Figure 1. Cell sizes after repair (run 1).
Scale: 2 px per µm.
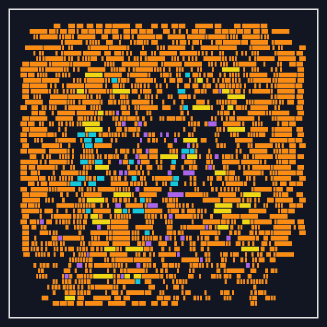
Figure 2. Cell classes on the final placement (run 1).
Scale: 3 px per µm.
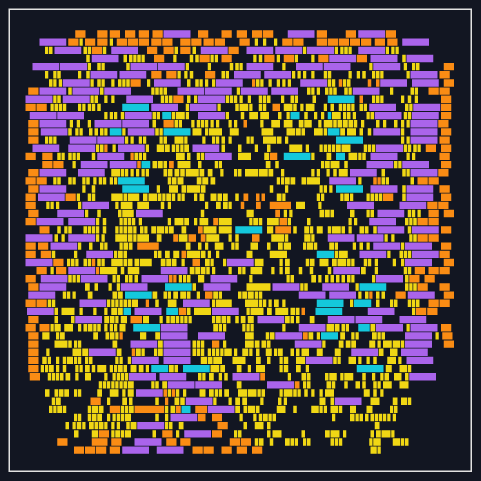
Figure 3. Signal wires on met3 (run 1).
Scale: 2 px per µm. Cells faint in the background.
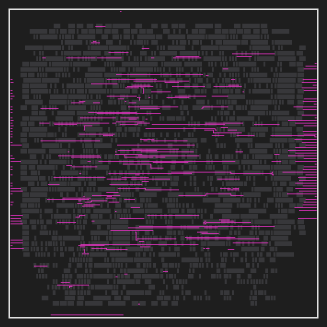
Figure 4. Sequential cells colored by netlist name (run 1).
Scale: 2 px per µm.
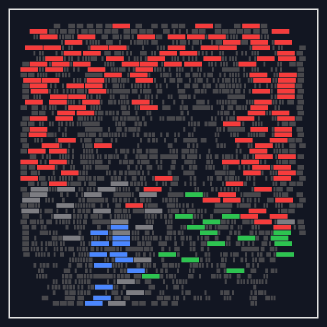
[config.mk]
export PLATFORM = sky130hd
export DESIGN_NAME = avalon_msg_generator
export DESIGN_NICKNAME = d
export VERILOG_FILES = /design/src/rtl/avalon_gen_pkg.sv /design/src/rtl/avalon_gen_pattern_beat.sv /design/src/rtl/avalon_msg_generator.sv
export SDC_FILE = /design/constraint.sdc
export NUM_CORES = 1
export LEC_CHECK = 0
export ABC_AREA = 1
export CORE_MARGIN = 5
export CORE_UTILIZATION = 49
export DETAILED_ROUTE_END_ITERATION = 16
export GPL_TIMING_DRIVEN = 0
export MAX_ROUTING_LAYER = met4
export PLACE_DENSITY = 0.77
export SYNTH_ARGS = -nofsm -noshare
export SYNTH_HDL_FRONTEND = slang
export SYNTH_SLANG_ARGS = --single-unit
[constraint.sdc]
create_clock -name clk -period 3.1 [get_ports clk]
set_input_delay 0.31 -clock clk [delete_from_list [all_inputs] [get_ports clk]]
set_output_delay 0.31 -clock clk [all_outputs]
set_load 0.005 [all_outputs]
[src/rtl/avalon_gen_pkg.sv]
// Shared types and helpers for the Avalon-ST packet generator.
// Beat and empty arithmetic is kept here so the top and benches agree on it.
package avalon_gen_pkg;

    typedef enum logic {
        IDLE = 1'b0,
        SEND = 1'b1
    } gen_sm_t;

    // Default beat width; the top derives its own empty width from its parameter.
    localparam int GEN_W   = 16;
    localparam int EMPTY_W = $clog2(GEN_W);

    function automatic int unsigned calc_beats(input int unsigned len, input int unsigned w);
        return (len + w - 1) / w;
    endfunction

    function automatic int unsigned calc_empty(input int unsigned len, input int unsigned w);
        return calc_beats(len, w) * w - len;
    endfunction

endpackage

[src/rtl/avalon_gen_pattern_beat.sv]
// Combinational beat builder: byte j of beat i is seed + i*W + j (mod 256),
// first byte in the MSBs; trailing empty bytes of the last beat are zeroed.
module avalon_pattern_beat #(
    parameter int BYTES = 16,
    parameter int IDX_W = 16,
    parameter int EW    = 4
) (
    input  logic [7:0]         seed,
    input  logic [IDX_W-1:0]   beat_idx,
    input  logic               last,
    input  logic [EW-1:0]      empty,
    output logic [8*BYTES-1:0] data
);

    logic [7:0] base;

    always_comb begin
        base = seed + 8'(beat_idx * IDX_W'(BYTES));
        data = '0;
        for (int j = 0; j < BYTES; j++) begin
            if (!last || (j + int'(empty)) < BYTES)
                data[8*(BYTES-1-j) +: 8] = base + 8'(j);
        end
    end

endmodule

[src/rtl/avalon_msg_generator.sv]
// Avalon-ST packet source: one {len, seed} command becomes one sop..eop packet.
// Optional stats counters (pkt_cnt, drop_cnt) under AVALON_GEN_STATS_EN.
module avalon_msg_generator
    import avalon_gen_pkg::*;
#(
    parameter int DATA_WIDTH_IN_BYTES = 16,
    parameter int LEN_WIDTH           = 16
) (
    input  logic                               clk,
    input  logic                               rst,
    input  logic                               cmd_valid,
    output logic                               cmd_rdy,
    input  logic [LEN_WIDTH-1:0]               cmd_len_bytes,
    input  logic [7:0]                         cmd_seed,
    output logic [8*DATA_WIDTH_IN_BYTES-1:0]   msg_out_data,
    output logic                               msg_out_valid,
    input  logic                               msg_out_rdy,
    output logic                               msg_out_sop,
    output logic                               msg_out_eop,
    output logic [$clog2(DATA_WIDTH_IN_BYTES)-1:0] msg_out_empty,
    output logic                               zero_len_indi,
    output logic                               busy
`ifdef AVALON_GEN_STATS_EN
    ,
    output logic [31:0]                        pkt_cnt,
    output logic [15:0]                        drop_cnt
`endif
);

    localparam int W  = DATA_WIDTH_IN_BYTES;
    localparam int DW = 8 * W;
    localparam int EW = $clog2(W);
    localparam int LW = LEN_WIDTH;

    gen_sm_t        state_q, state_d;
    logic [7:0]     seed_q, seed_d;
    logic [LW-1:0]  beats_q, beats_d;
    logic [LW-1:0]  beat_q, beat_d;
    logic [EW-1:0]  lempty_q, lempty_d;
    logic           valid_q, valid_d;
    logic           sop_q, sop_d;
    logic           eop_q, eop_d;
    logic [EW-1:0]  empty_q, empty_d;
    logic [DW-1:0]  data_q, data_d;
    logic           zlen_q, zlen_d;
    logic           cmd_rdy_q, cmd_rdy_d;

    logic [LW-1:0]  cmd_beats;
    logic [EW-1:0]  cmd_empty;
    logic [7:0]     pat_seed;
    logic [LW-1:0]  pat_idx;
    logic           pat_last;
    logic [EW-1:0]  pat_empty;
    logic [DW-1:0]  pat_data;
    logic           eop_hs, drop_ev;

    assign cmd_beats = LW'(calc_beats(32'(cmd_len_bytes), W));
    assign cmd_empty = EW'(calc_empty(32'(cmd_len_bytes), W));

    avalon_pattern_beat #(.BYTES(W), .IDX_W(LW), .EW(EW)) u_beat (
        .seed     (pat_seed),
        .beat_idx (pat_idx),
        .last     (pat_last),
        .empty    (pat_empty),
        .data     (pat_data)
    );

    // The beat builder always looks one beat ahead: beat 0 of the incoming
    // command in IDLE, beat_q+1 of the latched packet in SEND.
    always_comb begin
        state_d   = state_q;
        seed_d    = seed_q;
        beats_d   = beats_q;
        beat_d    = beat_q;
        lempty_d  = lempty_q;
        valid_d   = valid_q;
        sop_d     = sop_q;
        eop_d     = eop_q;
        empty_d   = empty_q;
        data_d    = data_q;
        zlen_d    = 1'b0;
        eop_hs    = 1'b0;
        drop_ev   = 1'b0;
        pat_seed  = cmd_seed;
        pat_idx   = '0;
        pat_last  = (cmd_beats == LW'(1));
        pat_empty = cmd_empty;
        case (state_q)
            IDLE: begin
                if (cmd_valid && cmd_rdy_q) begin
                    if (cmd_len_bytes == '0) begin
                        zlen_d  = 1'b1;
                        drop_ev = 1'b1;
                    end else begin
                        state_d  = SEND;
                        seed_d   = cmd_seed;
                        beats_d  = cmd_beats;
                        lempty_d = cmd_empty;
                        beat_d   = '0;
                        valid_d  = 1'b1;
                        sop_d    = 1'b1;
                        eop_d    = pat_last;
                        empty_d  = pat_last ? cmd_empty : '0;
                        data_d   = pat_data;
                    end
                end
            end
            SEND: begin
                pat_seed  = seed_q;
                pat_idx   = beat_q + LW'(1);
                pat_last  = (beat_q + LW'(2)) == beats_q;
                pat_empty = lempty_q;
                if (msg_out_rdy) begin
                    if (eop_q) begin
                        eop_hs  = 1'b1;
                        state_d = IDLE;
                        valid_d = 1'b0;
                        sop_d   = 1'b0;
                        eop_d   = 1'b0;
                        empty_d = '0;
                        data_d  = '0;
                    end else begin
                        beat_d  = pat_idx;
                        sop_d   = 1'b0;
                        eop_d   = pat_last;
                        empty_d = pat_last ? lempty_q : '0;
                        data_d  = pat_data;
                    end
                end
            end
            default: state_d = IDLE;
        endcase
        cmd_rdy_d = (state_d == IDLE);
    end

    always_ff @(posedge clk or negedge rst) begin
        if (!rst) begin
            state_q   <= IDLE;
            seed_q    <= '0;
            beats_q   <= '0;
            beat_q    <= '0;
            lempty_q  <= '0;
            valid_q   <= 1'b0;
            sop_q     <= 1'b0;
            eop_q     <= 1'b0;
            empty_q   <= '0;
            data_q    <= '0;
            zlen_q    <= 1'b0;
            cmd_rdy_q <= 1'b0;
        end else begin
            state_q   <= state_d;
            seed_q    <= seed_d;
            beats_q   <= beats_d;
            beat_q    <= beat_d;
            lempty_q  <= lempty_d;
            valid_q   <= valid_d;
            sop_q     <= sop_d;
            eop_q     <= eop_d;
            empty_q   <= empty_d;
            data_q    <= data_d;
            zlen_q    <= zlen_d;
            cmd_rdy_q <= cmd_rdy_d;
        end
    end

    assign cmd_rdy       = cmd_rdy_q;
    assign msg_out_data  = data_q;
    assign msg_out_valid = valid_q;
    assign msg_out_sop   = sop_q;
    assign msg_out_eop   = eop_q;
    assign msg_out_empty = empty_q;
    assign zero_len_indi = zlen_q;
    assign busy          = (state_q == SEND);

`ifdef AVALON_GEN_STATS_EN
    logic [31:0] pkt_cnt_q, pkt_cnt_d;
    logic [15:0] drop_cnt_q, drop_cnt_d;

    always_comb begin
        pkt_cnt_d  = pkt_cnt_q + 32'(eop_hs);
        drop_cnt_d = drop_cnt_q;
        if (drop_ev && drop_cnt_q != 16'hFFFF)
            drop_cnt_d = drop_cnt_q + 16'd1;
    end

    always_ff @(posedge clk or negedge rst) begin
        if (!rst) begin
            pkt_cnt_q  <= '0;
            drop_cnt_q <= '0;
        end else begin
            pkt_cnt_q  <= pkt_cnt_d;
            drop_cnt_q <= drop_cnt_d;
        end
    end

    assign pkt_cnt  = pkt_cnt_q;
    assign drop_cnt = drop_cnt_q;
`else
    logic unused_ev;
    assign unused_ev = eop_hs ^ drop_ev;
`endif

endmodule
==> reports/metrics.cfg, run 1 <==
[setup_path]
start_kind=flip-flop
reg2reg_depth=15
r2r-start=busy
reg2reg_to=msg_out_data[22]
worstSetupPathType=flip-flop to flip-flop
worst_setup_path_end_kind=flip-flop
crit_end=msg_out_data[22]
critPathMaxFanout=12
path_cells=buf_4 -> inv_1 -> buf_4 -> nand2_1 -> nand2_1 -> clkbuf_4 -> inv_1 -> ha_1 -> inv_1 -> a21oi_1 -> or2_2 -> o21ai_0 -> nor2_1 -> nand2_1 -> nand2_1
max_stage_delay_ps=390
crit_buf_inv=6
reg2reg_setup_slack_ps=170
crit_slowest_cell=dfrtp_1

[cells_and_area]
combGateArea_um2=5090
seq_cells=179
largest_cell_class=multi-input combinational cells
multi_input_comb_cells=1074
area_growth_pct=27.7
instances_no_fill=1876
nClkBuffers=18
fill_cells=1812

[timing]
setup_viol=0
timing.fmax_mhz=341
hold_viol=0
worst_slew_pin_slew_ps=710
slew_headroom=0.527
tns_ps=0
post-route-period-util=0.946

[detailed_routing]
wl_met3_um=2530
drt_wl_total_um=33500
firstDrtPassIters=6
wl_met2_um=14500
ant_nets=0
drt_iter0_drc=896

[clock_network]
htreeDepth=4
clock_latency_ps=450
clk_path_buf_depth=2
ctsRootBufferMaster=clkbuf_16
cts_tree=yes
clock_sinks=179
cts-buffers-inserted=17

[yosys]
avgSynthCellArea_um2=7.19
ff_type=dfrtp_1
synth_area_um2=10100
synthCells=1403
edf_count=0
ys.flops=179

[power]
comb_power_share=0.595
total_power_mw=15.2
ir_drop_v=0.000794
switching_share=0.473
pg_comb_mw=9.03
power.share.clock=0.143
p_switching_mw=7.18
pg_clk_mw=2.16

[floorplanning]
die_w_um=154

[run_status]
status=finished, final reports clean

-- Figure 1 (at the start) --
| size | color | cells |
|---|---|---|
| _3 and _4 cells | cyan | 28 |
| _6 and larger | yellow | 36 |
| _0 and _1 cells | orange | 1499 |
| _2 cells | purple | 43 |

-- Figure 2 (at the start) --
| class | color | cells | share of their area |
|---|---|---|---|
| sequential cells | purple | 179 | 36% |
| remaining buffers and delay cells | orange | 221 | 16% |
| clock drivers and dummy loads | cyan | 32 | 4.7% |
| combinational and other logic | yellow | 1174 | 44% |
Core Rows: 52
Seq area share: 0.348
Final Core Density: 0.637

-- Figure 3 (at the start) --
nets with wire on the layer: 204
longest straight run: 68.1 µm

-- Figure 4 (at the start) --
| name in the netlist | color | flops |
|---|---|---|
| beats_q | blue | 13 |
| beat_q | green | 16 |
| msg_out_data | red | 128 |
register area: 4480 µm²
Seq power: 3.99 mW

run 1: flip-flops by register name, indices dropped and copies added, names as in the netlist:
| signal | count |
|---|---|
| cmd_rdy | 1 |
| beat_q | 16 |
| seed_q | 8 |
| lempty_q | 4 |
| zero_len_indi | 1 |
| msg_out_empty | 4 |
| msg_out_sop | 1 |
| msg_out_data | 128 |
| beats_q | 13 |
| msg_out_eop | 1 |
| busy | 1 |
| msg_out_valid | 1 |
run 1: worst reg2reg max path, stage by stage (launching register included):
cell and delay [ps]:
dfrtp_1 390, buf_4 160, inv_1 110, buf_4 210, nand2_1 90, nand2_1 160, clkbuf_4 310, inv_1 160
ha_1 260, inv_1 120, a21oi_1 80, or2_2 300, o21ai_0 280, nor2_1 100, nand2_1 80, nand2_1 40
run 1: what timing repair did:
item                                   CTS  global route
gates resized                           19            35
pin swaps                                1             3
endpoints found under the hold margin   92             0
setup buffers                            2             3
setup endpoints to repair               70            72
hold buffers                             1             0
run 1: cells in the mapped netlist, drive strengths merged, types with 14 or more instances:
cell type / count / share of area
nand3: 51 / 0.025
a21oi: 43 / 0.022
nand4: 14 / 0.0087
nor2: 150 / 0.057
ha: 21 / 0.026
inv: 95 / 0.035
o21ai: 71 / 0.036
nand2: 611 / 0.24
clkbuf: 38 / 0.014
dfrtp: 179 / 0.44
xor2: 49 / 0.043
run 1: cells by family after synthesis:
| kind of cell | count (synthesis) | share of synthesized area |
|---|---|---|
| flops | 179 | 0.444 |
| compound gates | 140 | 0.0761 |
| xor+xnor | 58 | 0.0503 |
| buf+inv | 150 | 0.0588 |
| simple gates | 854 | 0.343 |
| fa+ha+maj | 22 | 0.0280 |
run 1: layer usage:
metal / vias up / track usage
met5: - / -
met1: 4721 / 0.435
li1: 4779 / -
met3: 52 / 0.0382
met4: 0 / 0.0833
met2: 415 / 0.423
==> run 1 -> run 2 <==
- CELL_PAD_IN_SITES_DETAIL_PLACEMENT: not set -> 1
- CELL_PAD_IN_SITES_GLOBAL_PLACEMENT: not set -> 2
- CORE_UTILIZATION: 49 -> 27
- GPL_ROUTABILITY_DRIVEN: not set -> 0
- PLACE_DENSITY: 0.77 -> 0.76
Figure 5. Cell classes on the final placement (run 2).
Scale: 2 px per µm.
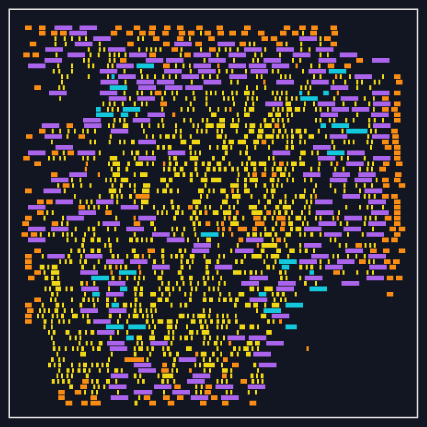
Final Core Density: 0.361
Seq area share: 0.338
Post-Layout Inst Area: 13300 µm²

==> reports/metrics.cfg, run 2 <==
[run_status]
status=finished, final reports clean

[timing]
timing.fmax_mhz=339  ; -0.61%
hold_ws_ps=403
slew_headroom=0.466  ; -0.0602
setup_viol=0  ; unchanged
clock_skew_ps=10.0
post-route-period-util=0.951  ; +0.00585
worst_slew_pin_slew_ps=800  ; +89.4 ps
tns_ps=0  ; unchanged
hold_viol=0  ; unchanged

[yosys]
ff_type=dfrtp_1
synth_cell_type_count=38
yosys-top-cells-area=dfrtp_1 (44%), nand2_1 (22%), nor2_1 (5.4%), xor2_1 (4.3%), inv_1 (3.5%)
synthCells=1403  ; unchanged
ys.flops=179  ; unchanged
top_area_cell=dfrtp_1
top_cell_area_share=0.444  ; unchanged
synth_area_um2=10100  ; unchanged
synth_top_cell_by_count=nand2_1
edf_count=0  ; unchanged
common_cells=nand2_1 (598), dfrtp_1 (179), nor2_1 (145)
avgSynthCellArea_um2=7.19  ; unchanged
ys_cells=1403

[clock_network]
cts_tree=yes
clock_sinks=179  ; unchanged
clk_path_buf_depth=2  ; unchanged
htreeDepth=4  ; unchanged
ctsRootBufferMaster=clkbuf_16
clock_latency_ps=450  ; about the same
cts-buffers-inserted=17  ; unchanged

[grt]
grt-ovfl-total=0
track_usage=0.201
grt_max_degree=101
grt_pass1_vias=10276

[floorplanning]
num_rows=70  ; +35%
die_y_um=203
fp.coreArea_um2=36800
die_w_um=203  ; +32%
ios=166
die-area_um2=41300

[cells_and_area]
multi_input_comb_cells=1074  ; unchanged
combGateArea_um2=5140  ; +1.0%
antennaDiodeCount=0
area_growth_pct=31.5
largest_cell_class=multi-input combinational cells
fill_cells=4599  ; +150%
drive_above_1_share=0.0843
final_layout_top_logic_cells=nand2_1 (593), dfrtp_1 (176), clkdlybuf4s50_1 (164)
nClkBuffers=17  ; -1
seq_cells=179  ; unchanged
regArea_um2=4480  ; about the same
largest_register_ffs=128  ; unchanged
instances_no_fill=2082  ; +11%

[setup_path]
crit_buf_inv=3  ; -3
required_ps=3490
worstSetupPathType=primary input to flip-flop
r2r-start=busy
path_cells=clkdlybuf4s50_1 -> inv_1 -> ha_1 -> nand4_1 -> nor2_1 -> nand3_1 -> nand2_1 -> o21ai_2 -> nand2_1 -> buf_2 -> nor2_2 -> nand2_1 -> nand2_1
start_kind=primary input
critPathMaxFanout=10  ; -2
worst_path_most_repeated_cell=nand2_1
max_stage_delay_ps=650  ; +260 ps
worst_setup_path_end_kind=flip-flop
crit_slowest_cell=nor2_2
startpoint=cmd_len_bytes[0]

[detailed_routing]
avgViaCountPerCell=4.73
firstDrtPassIters=5  ; -1
wl_per_cell_um=19.5
drt_wl_total_um=40600  ; +21%
ant_nets=0  ; unchanged
drt_iter0_drc=504  ; -44%
via_count=9849

[power]
ir_drop_v=0.000562  ; -29%
total_power_mw=15.9  ; +4.9%

[hold_path]
hold_path.class=primary input to asynchronous set/reset pin

[placement]
placed_area_um2=12400
preCtsSetupSlack_ps=-1450
io_buffers=165

[job]
drv_cap=0

[run 2: cell counts after synthesis]
Identical to the previous run, type by type.
[run 2: cells by family (layout without fill, tap and decap cells)]
| family | after synthesis | after routing | synth area share |
|---|---|---|---|
| simple gates | 854 | 854 | 0.343 |
| buf+inv | 150 | 361 | 0.0588 |
| compound gates | 140 | 140 | 0.0761 |
| flops | 179 | 179 | 0.444 |
| fa+ha+maj | 22 | 22 | 0.0280 |
| xor+xnor | 58 | 58 | 0.0503 |
[run 2: where the power goes]
part | internal (mW) | total [mW] | switching (mW)
Sequential | 3.32 | 4.00 | 0.682
Combinational | 3.80 | 9.67 | 5.87
Clock | 1.15 | 2.26 | 1.11
Total | 8.27 | 15.9 | 7.66
[run 2: what timing repair did]
item                                   4_1_cts  5_1_grt
setup endpoints to repair                  112      114
gates cloned                                 0        1
gates resized                               39       42
hold buffers                                 1        0
buffers inserted                             4        9
pin swaps                                    2        6
endpoints found under the hold margin       79        0
[run 2: final timing paths]
| check | depth (start not counted) | slack [ps] | to |
|---|---|---|---|
| hold reg to reg | 2 | 480 | msg_out_sop |
| min in group clk | 3 | 440 | seed_q[7] |
| setup reg to reg | 13 | 160 | msg_out_data[39] |
| hold / removal | 2 | 400 | cmd_rdy |
| setup / recovery | 13 | 150 | msg_out_data[64] |
| max in group asynchronous | 3 | 1710 | msg_out_data[11] |
[run 2: metal layers]
metal,track usage,up-vias,share of wire
met5,-,-,0
met4,0.0424,0,0.012
li1,-,4782,-
met3,0.0294,29,0.048
met2,0.313,232,0.45
met1,0.280,4806,0.49
[run 2: worst reg2reg max path, delay by kind of cell (launching register included)]
family	cells	cell delay (ps)
buf+inv	4	800
flops	1	420
compound gates	4	860
simple gates	4	440
fa+ha+maj	1	320
==> run 2 -> run 3 <==
- CORE_UTILIZATION: 27 -> 33
- DONT_BUFFER_PORTS: not set -> 1
- PLACE_DENSITY: 0.76 -> 0.77
- REMOVE_ABC_BUFFERS: not set -> 1
Figure 6. Cell sizes after repair (run 3).
Scale: 2 px per µm.
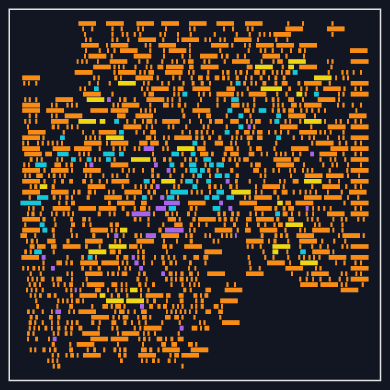
| size | color | cells |
|---|---|---|
| _0 and _1 cells | orange | 1297 |
| _2 cells | purple | 31 |
| _6 and larger | yellow | 30 |
| _3 and _4 cells | cyan | 58 |

==> reports/metrics.cfg, run 3 <==
[run_status]
status=finished, violations left
violations=negative hold slack

[placement]
preCtsSetupSlack_ps=-1980  ; -526 ps
placed_area_um2=10400  ; -16%
io_buffers=0  ; -100%

[clock_network]
clk_path_buf_depth=2  ; unchanged
cts_setup_buffers=13  ; +9
clk_pin_slew_ps=80
cts_tree=yes
cts_hold_buf=4  ; +3
clock_latency_ps=450  ; about the same
ctsRootBufferMaster=clkbuf_16
clock_sinks=179  ; unchanged
htreeDepth=4  ; unchanged
cts-resized-gates=24  ; -38%

[yosys]
synth_top_cell_by_count=nand2_1
synth_cell_type_count=38  ; unchanged
edf_count=0  ; unchanged
synth_area_um2=10100  ; unchanged
avgSynthCellArea_um2=7.19  ; unchanged
common_cells=nand2_1 (598), dfrtp_1 (179), nor2_1 (145)
synthCells=1403  ; unchanged
yosys-top-cells-area=dfrtp_1 (44%), nand2_1 (22%), nor2_1 (5.4%), xor2_1 (4.3%), inv_1 (3.5%)
ys_cells=1403  ; unchanged
top_area_cell=dfrtp_1

[detailed_routing]
drt_iter0_drc=392  ; -22%
via_count=8977  ; -8.9%
drt_wl_total_um=33600  ; -17%
firstDrtPassIters=5  ; unchanged
avgViaCountPerCell=4.95  ; +4.7%

[setup_path]
required_ps=3440  ; -50 ps
crit_slowest_cell=fa_2
worstSetupPathType=flip-flop to flip-flop
worst_path_most_repeated_cell=nand2_1
critPathMaxFanout=11  ; +1
crit_buf_inv=3  ; unchanged
path_cells=buf_4 -> nand2_1 -> o21ai_0 -> fa_2 -> buf_4 -> nand2_1 -> inv_1 -> nand2_1 -> xnor2_1 -> nor2_1 -> nand2_1 -> nand2_1
max_stage_delay_ps=640  ; about the same
worst_setup_path_end_kind=flip-flop
start_kind=flip-flop

[floorplanning]
die_w_um=185  ; -9.1%
num_rows=64  ; -8.6%
die-area_um2=34200  ; -17%
fp.coreArea_um2=30400  ; -17%
die_y_um=185  ; -9.1%
ios=166  ; unchanged

[cells_and_area]
largest_cell_class=multi-input combinational cells
drive_above_1_share=0.0840  ; -0.000223
nClkBuffers=17  ; unchanged
combGateArea_um2=5150  ; about the same
regArea_um2=4490  ; about the same
final_util=0.374  ; +0.0136
area_growth_pct=12.9
antennaDiodeCount=0  ; unchanged
fill_cells=3809  ; -17%
fin_area_um2=11400  ; -14%
multi_input_comb_cells=1074  ; unchanged
largest_register_ffs=128  ; unchanged

[timing]
timing.fmax_mhz=344  ; +1.5%
slew_headroom=0.553  ; +0.0870
clock_skew_ps=15.1  ; +5.09 ps
hold_viol=179  ; +179
worst_slew_pin_slew_ps=663  ; -137 ps
setup_viol=0  ; unchanged
hold_ws_ps=-426  ; -829 ps
post-route-period-util=0.937  ; -0.0144

[grt]
grt_max_degree=180  ; +78%
track_usage=0.200  ; -0.000793
grt-ovfl-total=0  ; unchanged

[power]
ir_drop_v=0.000532  ; -5.2%
total_power_mw=13.6  ; -15%

[job]
drv_cap=0  ; unchanged

[hold_path]
hold_path.class=primary input to asynchronous set/reset pin

run 3: netlist changes by cell type in the layout (fill, tap and decap cells not counted), sizes merged:
| cell | previous run | this run |
|---|---|---|
| inv | 102 | 97 |
| clkbuf | 52 | 17 |
| clkdlybuf4s50 | 164 | 0 |
| buf | 28 | 27 |
| clkinvlp | 5 | 11 |
| dlygate4sd3 | 1 | 4 |
| clkinv | 8 | 6 |
run 3: worst paths after layout:
path / from / endpoint / slack [ps] / cells after the start
worst max-delay path: busy / msg_out_data[62] / 200 / 12
worst min-delay path: rst / msg_out_data[98] / -430 / 0
worst max register to register: busy / msg_out_data[62] / 200 / 12
worst min register to register: seed_q[3] / seed_q[3] / 480 / 2
max in group asynchronous: rst / busy / 3080 / 0
min in group clk: cmd_len_bytes[11] / beats_q[7] / 30 / 2
run 3: through the flow:
| step | cells | TNS (ps) |
|---|---|---|
| 5_1_grt | 1812 | -46.6 |
| 3_5_place_dp | 1751 | -188000 |
| 2_1_floorplan | 1353 | -156030 |
| 4_1_cts | 1800 | 0 |
| 3_3_place_gp | 1749 | -574420 |
| 6_report | 1812 | 0 |
run 3: routing by layer:
metal	up-vias	GRT usage	share of wire
li1	4398	-	-
met1	4362	0.270	0.47
met2	199	0.302	0.45
met3	18	0.0583	0.071
met4	0	0.0396	0.0098
met5	-	-	0
run 3: cell families (layout without fill, tap and decap cells):
logic type	Yosys count	after routing	share of synthesized area
AND-OR/OR-AND	140	140	0.0761
XOR/XNOR	58	58	0.0503
adder cells (fa/ha/maj)	22	22	0.0280
buffers and inverters	150	163	0.0588
flip-flops	179	179	0.444
AND/OR/NAND/NOR	854	854	0.343
run 3: power by group:
part	total [mW]	internal (mW)	switching, mW
Clock	2.16	1.13	1.03
Sequential	4.24	3.33	0.917
Combinational	7.15	2.40	4.76
No activity file was given, so power comes from the tool's default toggle rates.
